[config.mk]
export PLATFORM = sky130hd
export DESIGN_NAME = alu_issue_ctrl_flat
export DESIGN_NICKNAME = d
export VERILOG_FILES = /design/src/rtl/alu_issue_ctrl_if.sv /design/src/rtl/alu_issue_ctrl.sv /design/src/flat_wrapper.sv
export SDC_FILE = /design/constraint.sdc
export NUM_CORES = 1
export LEC_CHECK = 0
export CELL_PAD_IN_SITES_DETAIL_PLACEMENT = 0
export CELL_PAD_IN_SITES_GLOBAL_PLACEMENT = 1
export CORE_MARGIN = 5
export CORE_UTILIZATION = 31
export CTS_BUF_LIST = sky130_fd_sc_hd__clkbuf_8 sky130_fd_sc_hd__clkbuf_16
export DETAILED_ROUTE_END_ITERATION = 7
export PLACE_DENSITY = 0.9
export SLEW_MARGIN = 10
export SYNTH_ARGS = -nofsm -noshare
export SYNTH_HDL_FRONTEND = slang
export SYNTH_SLANG_ARGS = --single-unit
[constraint.sdc]
create_clock -name clk -period 2.44 [get_ports clk]
set_input_delay 0.488 -clock clk [delete_from_list [all_inputs] [get_ports clk]]
set_output_delay 0.488 -clock clk [all_outputs]
set_load 0.1 [all_outputs]
[src/rtl/alu_issue_ctrl_if.sv]
// Request/response and ALU-side signals of the ALU issue controller.
// The master modport is the requester/ALU environment; the slave modport is the controller.
interface alu_issue_ctrl_if;
  logic       req_valid;
  logic       req_ready;
  logic [1:0] req_op;
  logic [7:0] req_rs;
  logic [7:0] req_rt;
  logic [7:0] alu_rs;
  logic [7:0] alu_rt;
  logic [1:0] alu_op;
  logic [7:0] alu_out;
  logic       rsp_valid;
  logic       rsp_ready;
  logic [7:0] rsp_data;
  logic       rsp_dz;

  modport master (
    output req_valid, req_op, req_rs, req_rt, rsp_ready, alu_out,
    input  req_ready, rsp_valid, rsp_data, rsp_dz, alu_rs, alu_rt, alu_op
  );

  modport slave (
    input  req_valid, req_op, req_rs, req_rt, rsp_ready, alu_out,
    output req_ready, rsp_valid, rsp_data, rsp_dz, alu_rs, alu_rt, alu_op
  );
endinterface

[src/rtl/alu_issue_ctrl.sv]
// Single-outstanding issue controller for a combinational 8-bit ALU (IDLE -> EXEC -> RESP).
// Optional macro ALU_ISSUE_DIV_ZERO_CHECK_EN: divide by zero bypasses EXEC with 8'hFF and rsp_dz=1.
module alu_issue_ctrl #(
  parameter int ADDSUB_CYCLES = 1,
  parameter int MUL_CYCLES    = 2,
  parameter int DIV_CYCLES    = 4
) (
  input  logic           clk,
  input  logic           reset,
  alu_issue_ctrl_if.slave bus,
  output logic [1:0]     dbg_state
);

  typedef enum logic [1:0] {
    IDLE = 2'd0,
    EXEC = 2'd1,
    RESP = 2'd2
  } state_t;

  state_t     state;
  logic [3:0] cnt;
  logic       accept;

  // Handshakes: a transfer happens on a rising edge where valid & ready are both 1.
  // req_ready is high only in IDLE; rsp_valid is high only in RESP and holds data until rsp_ready.
  assign accept    = bus.req_valid & bus.req_ready;
  assign dbg_state = state;

  function automatic logic [3:0] exec_load(input logic [1:0] op);
    logic [3:0] v;
    case (op)
      2'b10:   v = 4'(MUL_CYCLES - 1);
      2'b11:   v = 4'(DIV_CYCLES - 1);
      default: v = 4'(ADDSUB_CYCLES - 1);
    endcase
    return v;
  endfunction

`ifdef ALU_ISSUE_DIV_ZERO_CHECK_EN
  logic div_zero;
  assign div_zero = (bus.req_op == 2'b11) && (bus.req_rt == 8'd0);
`else
  logic div_zero;
  assign div_zero = 1'b0;
`endif

  always_ff @(posedge clk) begin
    if (reset) begin
      state         <= IDLE;
      cnt           <= 4'd0;
      bus.alu_rs    <= 8'd0;
      bus.alu_rt    <= 8'd0;
      bus.alu_op    <= 2'b00;
      bus.rsp_data  <= 8'd0;
      bus.rsp_valid <= 1'b0;
      bus.req_ready <= 1'b0;
    end else begin
      case (state)
        IDLE: begin
          bus.req_ready <= 1'b1;
          if (accept) begin
            bus.alu_rs    <= bus.req_rs;
            bus.alu_rt    <= bus.req_rt;
            bus.alu_op    <= bus.req_op;
            cnt           <= exec_load(bus.req_op);
            bus.req_ready <= 1'b0;
            if (div_zero) begin
              bus.rsp_data  <= 8'hFF;
              bus.rsp_valid <= 1'b1;
              state         <= RESP;
            end else begin
              state <= EXEC;
            end
          end
        end
        EXEC: begin
          if (cnt != 4'd0) begin
            cnt <= cnt - 4'd1;
          end else begin
            bus.rsp_data  <= bus.alu_out;
            bus.rsp_valid <= 1'b1;
            state         <= RESP;
          end
        end
        RESP: begin
          // Returning to IDLE raises req_ready for the next cycle, so no accept overlaps the response.
          if (bus.rsp_ready) begin
            bus.rsp_valid <= 1'b0;
            bus.req_ready <= 1'b1;
            state         <= IDLE;
          end
        end
        default: begin
          state         <= IDLE;
          bus.rsp_valid <= 1'b0;
          bus.req_ready <= 1'b0;
        end
      endcase
    end
  end

`ifdef ALU_ISSUE_DIV_ZERO_CHECK_EN
  always_ff @(posedge clk) begin
    if (reset) begin
      bus.rsp_dz <= 1'b0;
    end else if (state == IDLE && accept) begin
      bus.rsp_dz <= div_zero;
    end
  end
`else
  assign bus.rsp_dz = 1'b0;
`endif

endmodule
[src/flat_wrapper.sv]
// flat-port wrapper written by rule: the top's interface ports become plain ports
module alu_issue_ctrl_flat 
#(
  parameter int ADDSUB_CYCLES = 1,
  parameter int MUL_CYCLES    = 2,
  parameter int DIV_CYCLES    = 4
)
  (clk, reset, dbg_state, bus_req_valid, bus_req_op, bus_req_rs, bus_req_rt, bus_rsp_ready, bus_alu_out, bus_req_ready, bus_rsp_valid, bus_rsp_data, bus_rsp_dz, bus_alu_rs, bus_alu_rt, bus_alu_op);
  alu_issue_ctrl_if bus_i ();
  input  logic clk;
  input  logic reset;
  output logic [1:0] dbg_state;
  input wire logic [$bits(bus_i.req_valid)-1:0] bus_req_valid;
  input wire logic [$bits(bus_i.req_op)-1:0] bus_req_op;
  input wire logic [$bits(bus_i.req_rs)-1:0] bus_req_rs;
  input wire logic [$bits(bus_i.req_rt)-1:0] bus_req_rt;
  input wire logic [$bits(bus_i.rsp_ready)-1:0] bus_rsp_ready;
  input wire logic [$bits(bus_i.alu_out)-1:0] bus_alu_out;
  output wire logic [$bits(bus_i.req_ready)-1:0] bus_req_ready;
  output wire logic [$bits(bus_i.rsp_valid)-1:0] bus_rsp_valid;
  output wire logic [$bits(bus_i.rsp_data)-1:0] bus_rsp_data;
  output wire logic [$bits(bus_i.rsp_dz)-1:0] bus_rsp_dz;
  output wire logic [$bits(bus_i.alu_rs)-1:0] bus_alu_rs;
  output wire logic [$bits(bus_i.alu_rt)-1:0] bus_alu_rt;
  output wire logic [$bits(bus_i.alu_op)-1:0] bus_alu_op;
  assign bus_i.req_valid = bus_req_valid;
  assign bus_i.req_op = bus_req_op;
  assign bus_i.req_rs = bus_req_rs;
  assign bus_i.req_rt = bus_req_rt;
  assign bus_i.rsp_ready = bus_rsp_ready;
  assign bus_i.alu_out = bus_alu_out;
  assign bus_req_ready = bus_i.req_ready;
  assign bus_rsp_valid = bus_i.rsp_valid;
  assign bus_rsp_data = bus_i.rsp_data;
  assign bus_rsp_dz = bus_i.rsp_dz;
  assign bus_alu_rs = bus_i.alu_rs;
  assign bus_alu_rt = bus_i.alu_rt;
  assign bus_alu_op = bus_i.alu_op;
  alu_issue_ctrl #(.ADDSUB_CYCLES(ADDSUB_CYCLES), .MUL_CYCLES(MUL_CYCLES), .DIV_CYCLES(DIV_CYCLES)) u_core (.clk(clk), .reset(reset), .bus(bus_i), .dbg_state(dbg_state));
endmodule
The metal 1 layer:
The bar under the picture is 20 um long. Supply wires on this layer in grey.
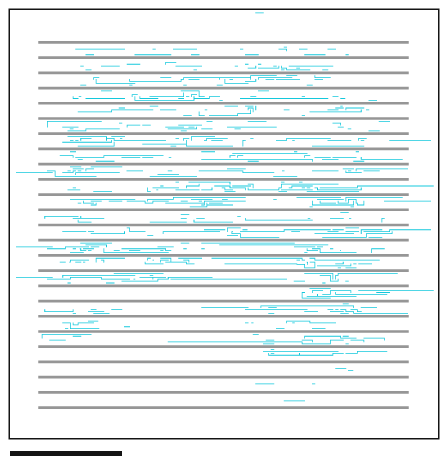
The longest straight run is 23.9 um. The layer holds 46% of the routed length.
WL final: 3530 um
met1 GRT Util: 0.146
Vias: 1326

Met2 routing:
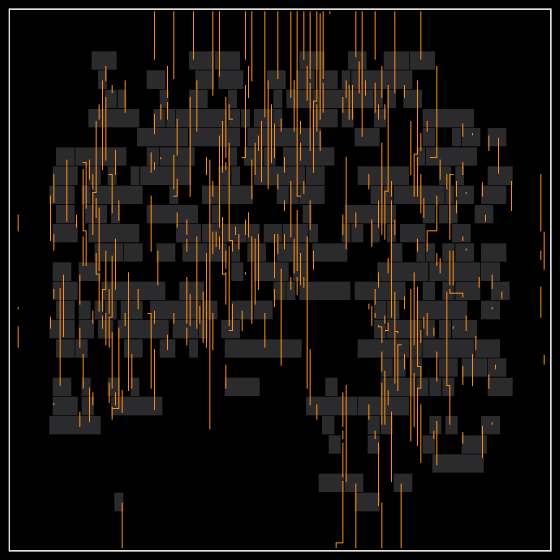
208 nets have wire on it. The layer carries 1580 um of wire. The longest straight run is 38.1 um.
met2 Usage GRT: 0.184

==> results.json <==
{
  "synth_flops": 34,
  "setup_viol": 0,
  "grt_pass1_wl_um": 5820,
  "fin_crit_ns": 1.68,
  "wl_per_cell_um": 12.8,
  "critPathMaxFanout": 8,
  "hold_path.class": "flip-flop to flip-flop",
  "die_h_um": 76.5,
  "synth-edff-count": 0,
  "critPathBufInv": 2,
  "relSlewSlack": 0.540,
  "n_fill_cell": 432,
  "ys_warn_count": 0,
  "arrival_ns": 1.85,
  "required_ns": 2.61,
  "worst_pin_slew_ns": 0.687,
  "critical-path-top-delay-family": "buffers and inverters",
  "drc_errors": 0,
  "post_cts_resized": 0,
  "end_kind": "flip-flop",
  "pre_cts_slack_ns": 0.452,
  "nets": 254,
  "worstSkewPairLatency_ns": 0.28,
  "chipArea_sq_um": 5850,
  "synth-main-ff-cell": "dfxtp_1",
  "pwr_density_cell_nw_per_um2": 832,
  "cts_max_level": 2,
  "diodes": 0,
  "cts_tree": "done",
  "gr-usage-all-layers": 0.121,
  "mostFrequentLayoutCell": "nand2_1",
  "synth_cells": 165,
  "post_drt_via_cell_ratio": 4.82,
  "startpoint_type": "input port",
  "final_cell_mix": "nand2_1 (39), buf_4 (35), dfxtp_1 (34)",
  "grt_pass1_vias": 1252,
  "slew_viol_final": 0,
  "post-route-util": 0.471,
  "antenna_found_initial": 0,
  "status": "complete, no violations",
  "skew_ns": 0.00338,
  "finalSetupTns_ns": 0,
  "ant_nets": 0,
  "clock-sinks": 34,
  "area_delta_synth_final_pct": 48.6,
  "slowest_stage": "clkdlybuf4s50_1",
  "path_cells": "clkdlybuf4s50_1 -> nor4bb_4 -> buf_4 -> a21oi_1 -> o211a_1",
  "regArea_sq_um": 681,
  "yosysSeqAreaShare": 0.496,
  "drv_cap": 0,
  "grt_start_max_net_pins": 21,
  "postCtsHoldBufs": 0,
  "ys_cells": 165,
  "root_buffer": "clkbuf_8",
  "hpwl_um": 2580,
  "synth_area_sq_um": 1370,
  "overflow": 0,
  "warning_count": 26,
  "period_used_share": 0.689,
  "cts_buffer_depth": 2,
  "drive_above_1_share": 0.193,
  "drtIter0Drc": 34,
  "fin_ws_ns": 0.758,
  "port-buffer-count": 59,
  "synth.distinct_cells": 26,
  "routabilityCongestion": 0.761
}
==> final cells by class <==
cell class / instances / share of cell area
multi-input cells: 114 / 0.300
flip-flops and latches: 34 / 0.334
repair buffers: 64 / 0.271
well taps: 52 / 0.0319
clock buffers: 6 / 0.0405
clock inverters: 1 / 0.0147
inverters: 4 / 0.00737
==> per-stage QoR <==
stage	total power (uW)	hold slack, ns	instance area, sq um	std cells
after floorplan	1050	0.512	1370	165
after global placement	1190	0.445	1930	268
after detailed placement	1190	0.450	1930	268
after CTS	1720	0.459	2040	275
after global routing	1770	0.475	2040	275
final	1700	0.455	2040	275
==> logic make-up after synthesis <==
kind of cell / share of synthesized area
AND/OR/NAND/NOR: 0.216
AND-OR/OR-AND: 0.196
flip-flops: 0.496
buffers and inverters: 0.0575
multiplexers: 0.0219
adder cells (fa/ha/maj): 0.00912
other: 0.00273
==> state kept, by name (all words and copies together) (netlist names) <==
| register | cells |
|---|---|
| u_core.bus.alu_rs | 8 |
| u_core.bus.req_ready | 1 |
| u_core.dbg_state | 2 |
| u_core.bus.rsp_data | 8 |
| u_core.bus.rsp_valid | 1 |
| u_core.cnt | 4 |
| u_core.bus.alu_rt | 8 |
| u_core.bus.alu_op | 2 |
==> worst paths after layout <==
kind	depth (start not counted)	slack, ns	to	startpoint
hold / removal	2	0.46	u_core.bus.alu_rs[5]	u_core.bus.alu_rs[5]
hold reg to reg	2	0.46	u_core.bus.alu_rs[5]	u_core.bus.alu_rs[5]
setup reg to reg	6	0.81	u_core.cnt[3]	u_core.cnt[0]
setup / recovery	5	0.76	u_core.cnt[1]	bus_req_valid
==> per-layer routing <==
layer / share of wire / global-route usage / vias to the layer above
met2: 0.45 / 0.184 / 43
met5: 0 / 0 / -
met1: 0.46 / 0.146 / 604
li1: - / - / 675
met4: 0.0096 / 0.0524 / 0
met3: 0.082 / 0.0567 / 4
==> synthesized netlist by cell type (all sizes together) (3+ instances only) <==
library cell | count | area share
buf | 8 | 0.033
nand3 | 9 | 0.033
nand2 | 39 | 0.11
o21ai | 9 | 0.033
clkbuf | 5 | 0.014
inv | 4 | 0.011
dfxtp | 34 | 0.50
nand2b | 3 | 0.014
a21oi | 31 | 0.11
mux2i | 3 | 0.022
==> worst register-to-register path: stages, from the launching register on <==
cell and delay (ns):
dfxtp_1 0.33, inv_1 0.08, ha_1 0.21, nor3b_1 0.36
buf_4 0.26, nor2_1 0.06, a32o_1 0.23
==> where the power goes <==
group          internal, uW  switching, uW
logic                   153            397
registers               596           29.0
clock network           327            193
total                  1080            619
Power and IR drop assume default switching activity.
